**config.mk**
```make
export PLATFORM = sky130hd
export DESIGN_NAME = multicycle_control
export DESIGN_NICKNAME = d
export VERILOG_FILES = /design/src/rtl/multicycle_control.sv
export SDC_FILE = /design/constraint.sdc
export NUM_CORES = 1
export LEC_CHECK = 0
export ABC_AREA = 1
export CAP_MARGIN = 20
export CORE_MARGIN = 3
export CORE_UTILIZATION = 44
export CTS_CLUSTER_DIAMETER = 200
export CTS_CLUSTER_SIZE = 12
export DETAILED_ROUTE_END_ITERATION = 16
export PLACE_DENSITY = 0.8
export SYNTH_ARGS = -nofsm -noshare
export SYNTH_HDL_FRONTEND = slang
export SYNTH_SLANG_ARGS = --single-unit
```
**constraint.sdc**
```tcl
create_clock -name clk -period 2.4 [get_ports clk]
set_input_delay 0.48 -clock clk [delete_from_list [all_inputs] [get_ports clk]]
set_output_delay 0.48 -clock clk [all_outputs]
set_load 0.005 [all_outputs]
```
**src/rtl/multicycle_control.sv**
```systemverilog
// multicycle_control: main control FSM of the 16-bit multi-cycle processor.
module multicycle_control #(
  parameter int MEM_TIMEOUT = 16,
  parameter int CNT_W = 16
) (
  input  logic             clk,
  input  logic             reset,
  input  logic [3:0]       opcode,
  input  logic             mem_ready,
  input  logic             flag_zero,
  input  logic             flag_negative,
  output logic [1:0]       ALUSrcA,
  output logic [1:0]       ALUSrcB,
  output logic [3:0]       ALUOp,
  output logic             PCSrc,
  output logic             pc_write,
  output logic             IorD,
  output logic             mem_read,
  output logic             mem_write,
  output logic             ir_write,
  output logic             reg_write,
  output logic             mem_to_reg,
  output logic             reg_dst,
  output logic             illegal_op,
  output logic             halted,
  output logic [CNT_W-1:0] instr_retired
);
  localparam int WW = $clog2(MEM_TIMEOUT + 1);
  typedef enum logic [3:0] {
    S_IDLE, S_FETCH, S_DECODE, S_EXEC_R, S_EXEC_I, S_WB_ALU, S_MEM_ADDR,
    S_MEM_READ, S_MEM_WB, S_MEM_WRITE, S_BRANCH, S_JUMP, S_HALT, S_FAULT
  } state_t;
  state_t state_q, state_d;
  logic [WW-1:0] wait_q, wait_d;
  logic [CNT_W-1:0] cnt_q;
  logic rtype_q, rtype_d, retire, tmo;
  assign tmo = !mem_ready && (wait_q == WW'(MEM_TIMEOUT - 1));
  assign instr_retired = cnt_q;
  always_ff @(posedge clk or negedge reset) begin
    if (!reset) begin
      state_q <= S_IDLE;
      wait_q <= '0;
      rtype_q <= 1'b0;
      cnt_q <= '0;
    end else begin
      state_q <= state_d;
      wait_q <= wait_d;
      rtype_q <= rtype_d;
      cnt_q <= cnt_q + CNT_W'(retire);
    end
  end
  always_comb begin
    state_d = state_q;
    rtype_d = rtype_q;
    retire = 1'b0;
    ALUSrcA = 2'd0;
    ALUSrcB = 2'd0;
    ALUOp = 4'd0;
    PCSrc = 1'b0;
    pc_write = 1'b0;
    IorD = 1'b0;
    mem_read = 1'b0;
    mem_write = 1'b0;
    ir_write = 1'b0;
    reg_write = 1'b0;
    mem_to_reg = 1'b0;
    reg_dst = 1'b0;
    illegal_op = 1'b0;
    halted = 1'b0;
    case (state_q)
      S_IDLE: state_d = S_FETCH;
      S_FETCH: begin
        mem_read = 1'b1;
        ALUSrcB = 2'd1;
        ir_write = mem_ready;
        pc_write = mem_ready;
        state_d = mem_ready ? S_DECODE : tmo ? S_FAULT : S_FETCH;
      end
      S_DECODE: begin
        // ALUOut <= PC + imm, the branch target used later by BRANCH
        ALUSrcB = 2'd2;
        illegal_op = opcode inside {[4'hB:4'hE]};
        retire = illegal_op || opcode == 4'hF;
        case (opcode)
          4'h0, 4'h1, 4'h2, 4'h3: state_d = S_EXEC_R;
          4'h4: state_d = S_EXEC_I;
          4'h5, 4'h6: state_d = S_MEM_ADDR;
          4'h7, 4'h8, 4'h9: state_d = S_BRANCH;
          4'hA: state_d = S_JUMP;
          4'hF: state_d = S_HALT;
          default: state_d = S_FETCH;
        endcase
      end
      S_EXEC_R: begin
        ALUSrcA = 2'd2;
        ALUOp = {2'b00, opcode[1:0]};
        rtype_d = 1'b1;
        state_d = S_WB_ALU;
      end
      S_EXEC_I: begin
        ALUSrcA = 2'd2;
        ALUSrcB = 2'd2;
        rtype_d = 1'b0;
        state_d = S_WB_ALU;
      end
      S_WB_ALU: begin
        reg_write = 1'b1;
        reg_dst = rtype_q;
        retire = 1'b1;
        state_d = S_FETCH;
      end
      S_MEM_ADDR: begin
        ALUSrcA = 2'd2;
        ALUSrcB = 2'd2;
        state_d = opcode == 4'h5 ? S_MEM_READ : S_MEM_WRITE;
      end
      S_MEM_READ: begin
        IorD = 1'b1;
        mem_read = 1'b1;
        state_d = mem_ready ? S_MEM_WB : tmo ? S_FAULT : S_MEM_READ;
      end
      S_MEM_WRITE: begin
        IorD = 1'b1;
        mem_write = 1'b1;
        retire = mem_ready;
        state_d = mem_ready ? S_FETCH : tmo ? S_FAULT : S_MEM_WRITE;
      end
      S_MEM_WB: begin
        reg_write = 1'b1;
        mem_to_reg = 1'b1;
        retire = 1'b1;
        state_d = S_FETCH;
      end
      S_BRANCH: begin
        ALUSrcA = 2'd2;
        ALUOp = 4'd1;
        PCSrc = 1'b1;
        pc_write = opcode == 4'h7 ? flag_zero : opcode == 4'h8 ? !flag_zero : flag_negative;
        retire = 1'b1;
        state_d = S_FETCH;
      end
      S_JUMP: begin
        ALUSrcA = 2'd3;
        ALUOp = 4'hF;
        pc_write = 1'b1;
        retire = 1'b1;
        state_d = S_FETCH;
      end
      S_HALT, S_FAULT: halted = 1'b1;
      default: state_d = S_IDLE;
    endcase
    // the wait counter restarts whenever a new state is entered
    wait_d = (state_d != state_q) ? '0 : wait_q + WW'(!mem_ready);
  end
endmodule

```
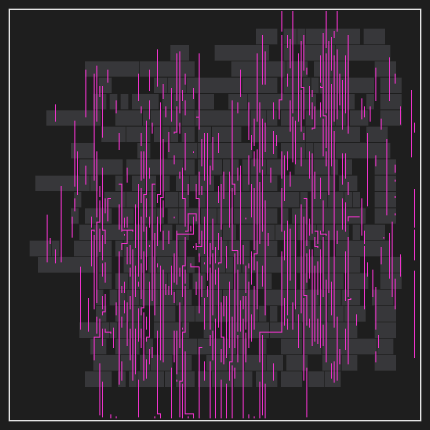
*The metal 2 layer, run 1*
Drawn at 6 px/um. Cells faint in the background.
share of all routed wire: 52%
longest straight run: 32.6 um

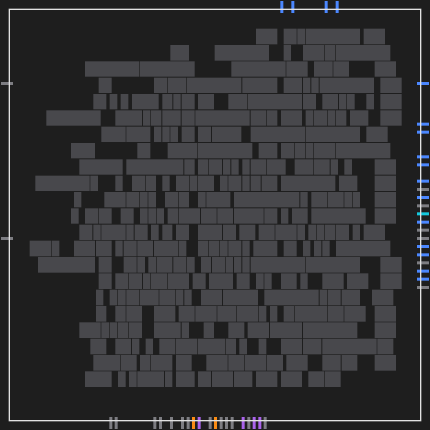
*I/O pins on the die edge, run 1*
Drawn at 6 px/um. Pins as bars across the die edge, other pins in grey.
legend:
  instr_retired:
    colour: blue
    pins: 16
    direction: output
    edge: 12 right, 4 top
  mem_write:
    colour: cyan
    pins: 1
    direction: output
    edge: right
  ALUSrcB:
    colour: orange
    pins: 2
    direction: output
    edge: bottom
  ALUOp:
    colour: purple
    pins: 4
    direction: output
    edge: bottom
all pins by edge: 19 bottom, 19 right, 4 top, 2 left

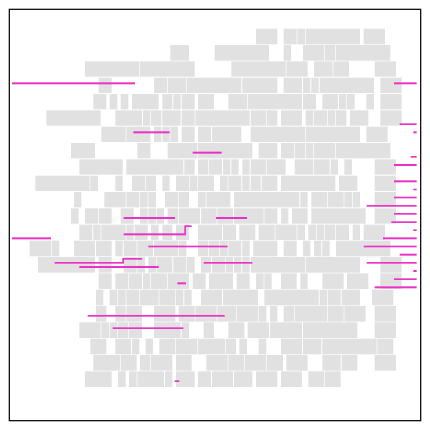
*M3 wires, run 1*
Drawn at 6 px/um. Cells faint in the background.
longest straight run: 22.5 um
nets with wire on the layer: 31
share of all routed wire: 4.7%

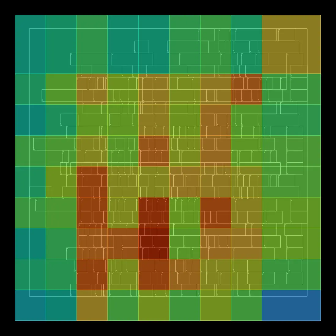
*Track usage over the die, run 1*
GR Util met1: 23.8%
WL/cell: 13.0 um
Total GRT Usage: 18.6%
met3 usage in global routing: 1.97%

==> metrics.csv, run 1 <==
stage,metric,value,unit
outcome,outcome,completed,
clocking,cts-resized-gates,10,
clocking,hold_buffers,0,
clocking,cts.sinks,26,
final_timing,max_freq,429,MHz
drt,num_vias,1730,
layout,area_growth,54.8,%
layout,comb_cells,159,
floorplanning,die_w,68.3,um
global_routing,grt_pass1_vias,1580,
worst_setup_path,r2r_end,instr_retired[12],
floorplanning,dieHeight,68.3,um
pwr,p_leak,1.41,nW
logic_synthesis,ys_warn_count,0,
final_timing,relSlewSlack,77.9,%
logic_synthesis,top_cell,nand2_1,
clocking,path_clk_slew,0.10,ns
layout,seq_area,653,um^2
worst_setup_path,endpoint,instr_retired[12],
worst_setup_path,critPathLaunch,state_q[1],
logic_synthesis,ys.flops,26,
global_routing,grt_max_degree,27,
final_timing,fin_crit,2.33,ns
floorplanning,placementRows,22,
min_path,whs_path_depth,2,
drt,drc,0,
job,warnings,27,
clocking,cts_root_buf,clkbuf_8,
layout,fin_util,71.2,%
layout,buffer_area_share,26.8,%
floorplanning,core,3720,um^2
logic_synthesis,mux_share,0,%
logic_synthesis,ys_sh_aoi,4.69,%
global_routing,overflow,0,
logic_synthesis,synth-main-ff-cell,dfrtp_1,
worst_setup_path,timing.rr.start,state_q[1],
min_path,min_path_type,register to register,
final_timing,grt_setup_unrepaired,true,
logic_synthesis,ys_sh_simple,38.1,%
drt,vias_per_cell,4.96,
drt,wirelength,4540,um
final_timing,post-route-period-util,97.1,%
worst_setup_path,reg2reg_depth,14,
## run 1: report_power, final
part	switching (mW)	internal (mW)	total, mW	leakage, nW
Clock	0.150	0.223	0.373	0.0357
Sequential	0.124	0.555	0.679	0.322
Combinational	0.696	0.678	1.37	1.05
Total	0.970	1.46	2.43	1.41
## run 1: flip-flops by register name, indices dropped and copies added (netlist names)
| register | cells |
|---|---|
| instr_retired | 16 |
| wait_q | 5 |
| state_q | 4 |
| rtype_q | 1 |
## run 1: cell usage in the layout, fill, tap and decap left out, types with 2 or more instances in the layout
master	n
nand2_1	38
clkdlybuf4s50_1	36
buf_4	33
inv_1	27
dfrtp_1	24
nor2_2	20
nand2_2	17
nand3_1	12
nor2_1	10
nand3_2	9
xor2_1	9
inv_2	8
nor2_4	7
o21ai_0	7
nand4_1	6
xnor2_1	5
dlymetal6s2s_1	5
clkbuf_8	3
nand2_4	2
nand3b_1	2
nor3_1	2
o21ai_1	2
ha_2	2
ha_1	2
dlygate4sd2_1	2
dfrtp_2	2
## run 1: layer usage
layer | GRT usage, % | part of all wire [%] | vias to the layer above
met4 | 2.98 | 0.77 | 0
met1 | 23.8 | 43 | 824
met3 | 1.97 | 4.7 | 6
met2 | 34.1 | 52 | 46
met5 | 0 | 0 | -
li1 | - | - | 854
## run 1: metrics by stage
step                power (mW)  area, um^2  TNS, ns  hold WS [ns]  setup slack, ns
finish                    2.43        2650        0         0.493           0.0700
CTS                       2.31        2490        0         0.487          0.00292
floorplan                 1.34        1710        0         0.184            0.123
global placement          1.88        2380    -1.41         0.460           -0.244
detailed placement        1.91        2380    -2.41         0.463           -0.365
global route              2.59        2650   -0.338         0.529          -0.0879
## run 1: worst min-delay path, cell delays in order (launching register included)
cell,delay (ns)
dfrtp_1,0.36
nand2_1,0.06
nand2_1,0.05
## Run 2: what changed since run 1
Settings changed: CORE_UTILIZATION 44 to 25, PLACE_DENSITY 0.8 to 0.52, SETUP_SLACK_MARGIN set to 0.05.
==> run 2 against run 1 <==
Sequential cell count unchanged. Clock power about the same. Clock-buffer cell count unchanged. Worst setup slack improved by 0.062 ns. Area after synthesis unchanged. Total power increased by 3.3%. Utilization decreased by 28 points. Fmax increased by 2.7%. Final cell count increased by 11%. Wire length about the same. Register-to-register slack improved by 0.12 ns. Global-route usage decreased by 6.9 points. Critical path type is now register to primary output. Largest power group unchanged. Highest routed layer unchanged.
==> metrics.csv, run 2 <==
stage,metric,value,unit,change
outcome,outcome,completed,,unchanged
global_routing,antenna_found_initial,0,,unchanged
global_routing,gr-usage-all-layers,11.7,%,was 18.6%
final_timing,fin_crit,2.27,ns,was 2.33 ns
clocking,path_clk_slew,0.10,ns,about the same
logic_synthesis,edf_count,0,,unchanged
drt,wirelength,4550,um,was 4540 um
drt,drc,0,,unchanged
layout,mostFrequentLayoutCell,buf_4,,was nand2_1
floorplanning,die_w,88.7,um,was 68.3 um
global_routing,grt_pass1_wl,7390,um,was 6710 um
layout,final_area,2800,um^2,was 2650 um^2
worst_setup_path,reg2reg_depth,15,,was 14
layout,largest_register_ffs,16,,unchanged
final_timing,post-route-period-util,94.5,%,was 97.1%
final_timing,finalSetupTns,0,ns,unchanged
clocking,cts_root_buf,clkbuf_8,,unchanged
final_timing,post-route-worst-setup-slack,0.132,ns,was 0.0700 ns
floorplanning,placementRows,29,,was 22
global_routing,grt_max_degree,27,,unchanged
placed_design,dp_slack,-0.326,ns,was -0.365 ns
logic_synthesis,yosysChipArea,1710,um^2,unchanged
layout,fin_util,43.0,%,was 71.2%
final_timing,grt_setup_unrepaired,true,,unchanged
clocking,cts.sinks,26,,unchanged
logic_synthesis,fp_nets,235,,unchanged
final_timing,fin_hold_ws,0.482,ns,was 0.493 ns
placed_design,placed_cell_area,2470,um^2,was 2380 um^2
logic_synthesis,ys.flops,26,,unchanged
drt,num_vias,1694,,"was 1,730"
logic_synthesis,synth-main-ff-cell,dfrtp_1,,unchanged
drt,ant_nets,0,,unchanged
global_routing,overflow,0,,unchanged
worst_setup_path,endpoint_kind,primary output,,was register
clocking,insertion_delay,0.27,ns,about the same
pwr,totalPowerFinal,2.51,mW,was 2.43 mW
layout,area_growth,63.5,%,was 54.8%
pwr,p_leak,1.51,nW,was 1.41 nW
floorplanning,core,6490,um^2,was 3720 um^2
layout,most-common-layout-cells,"42 x buf_4, 36 x nand2_1, 32 x clkdlybuf4s50_1",,"was 38 x nand2_1, 36 x clkdlybuf4s50_1, 33 x buf_4"
worst_setup_path,critPathLaunch,state_q[1],,unchanged
job,warnings,28,,was 27
min_path,whs_path_depth,1,,was 2
logic_synthesis,ys_warn_count,0,,unchanged
min_path,min_path_type,register to register,,unchanged
worst_setup_path,timing.rr.start,state_q[0],,was state_q[1]
clocking,hold_buffers,0,,unchanged
-- run 2: cell counts after synthesis --
No cell type changed its count.
-- run 2: layer usage --
metal / GRT usage [%] / vias to the layer above / wire length (um)
met5: 0 / - / 0
met4: 2.47 / 0 / 29
met3: 1.49 / 2 / 185
met2: 20.9 / 39 / 2230
met1: 15.2 / 777 / 2100
li1: - / 876 / -
-- run 2: kinds of logic after synthesis --
family	count (synthesis)	share of synthesized area, %
compound gates	14	4.68
flops	26	38.1
fa+ha+maj	4	2.93
buf+inv	37	8.57
xor+xnor	15	7.69
simple gates	126	38.1
-- run 2: cell type report --
cell class                 instances  area, um^2
inverter                          35         134
fill                             637        3700
multi-input combinational        159        1060
clock inverter                     1        30.0
timing repair buffer              87         785
tap                               77        96.3
clock buffer                       3        41.3
sequential                        26         653
-- run 2: worst max-delay path, stage by stage (launching register included) --
cell,delay [ns]
dfrtp_2,0.47
buf_6,0.12
nand2_2,0.07
buf_4,0.16
nor2_1,0.17
clkdlybuf4s50_1,0.54
-- run 2: power by group --
| part | switching [mW] | total, mW | internal (mW) | leakage, nW |
|---|---|---|---|---|
| combinational | 0.723 | 1.45 | 0.726 | 1.15 |
| clock | 0.147 | 0.370 | 0.223 | 0.0357 |
| sequential | 0.132 | 0.687 | 0.555 | 0.322 |
-- run 2: path summary, 6_finish.rpt --
| path | to | slack, ns |
|---|---|---|
| worst max-delay path | PCSrc | 0.13 |
| worst min-delay path | instr_retired[15] | 0.48 |
| worst max register to register | instr_retired[12] | 0.19 |
| worst min register to register | instr_retired[15] | 0.48 |
| max in group asynchronous | state_q[2] | 1.56 |
| min in group asynchronous | instr_retired[2] | 0.56 |
-- run 2: repair_timing --
action	in CTS	in global routing
setup endpoints to repair	14	21
setup buffers	4	7
pin swaps	8	11
gates resized	19	39
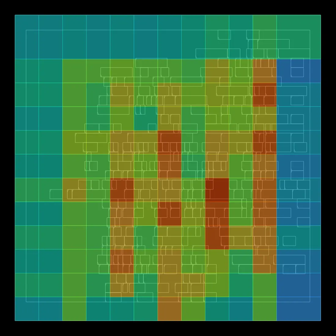
*Track usage over the die, run 2*
met3 usage in global routing: 1.49%
most used routing layer: met2
GR Util met1: 15.2%
WL/cell: 11.7 um

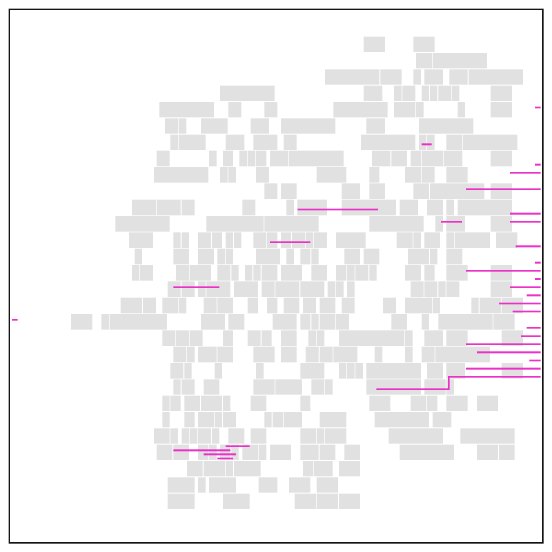
*M3 wires, run 2*
Drawn at 6 px/um. Cells faint in the background.
main direction: horizontal
longest straight run: 15.1 um
share of all routed wire: 4.1%
nets with wire on the layer: 30
wire length on this layer: 186 um

No activity file was given, so power comes from the tool's default toggle rates.
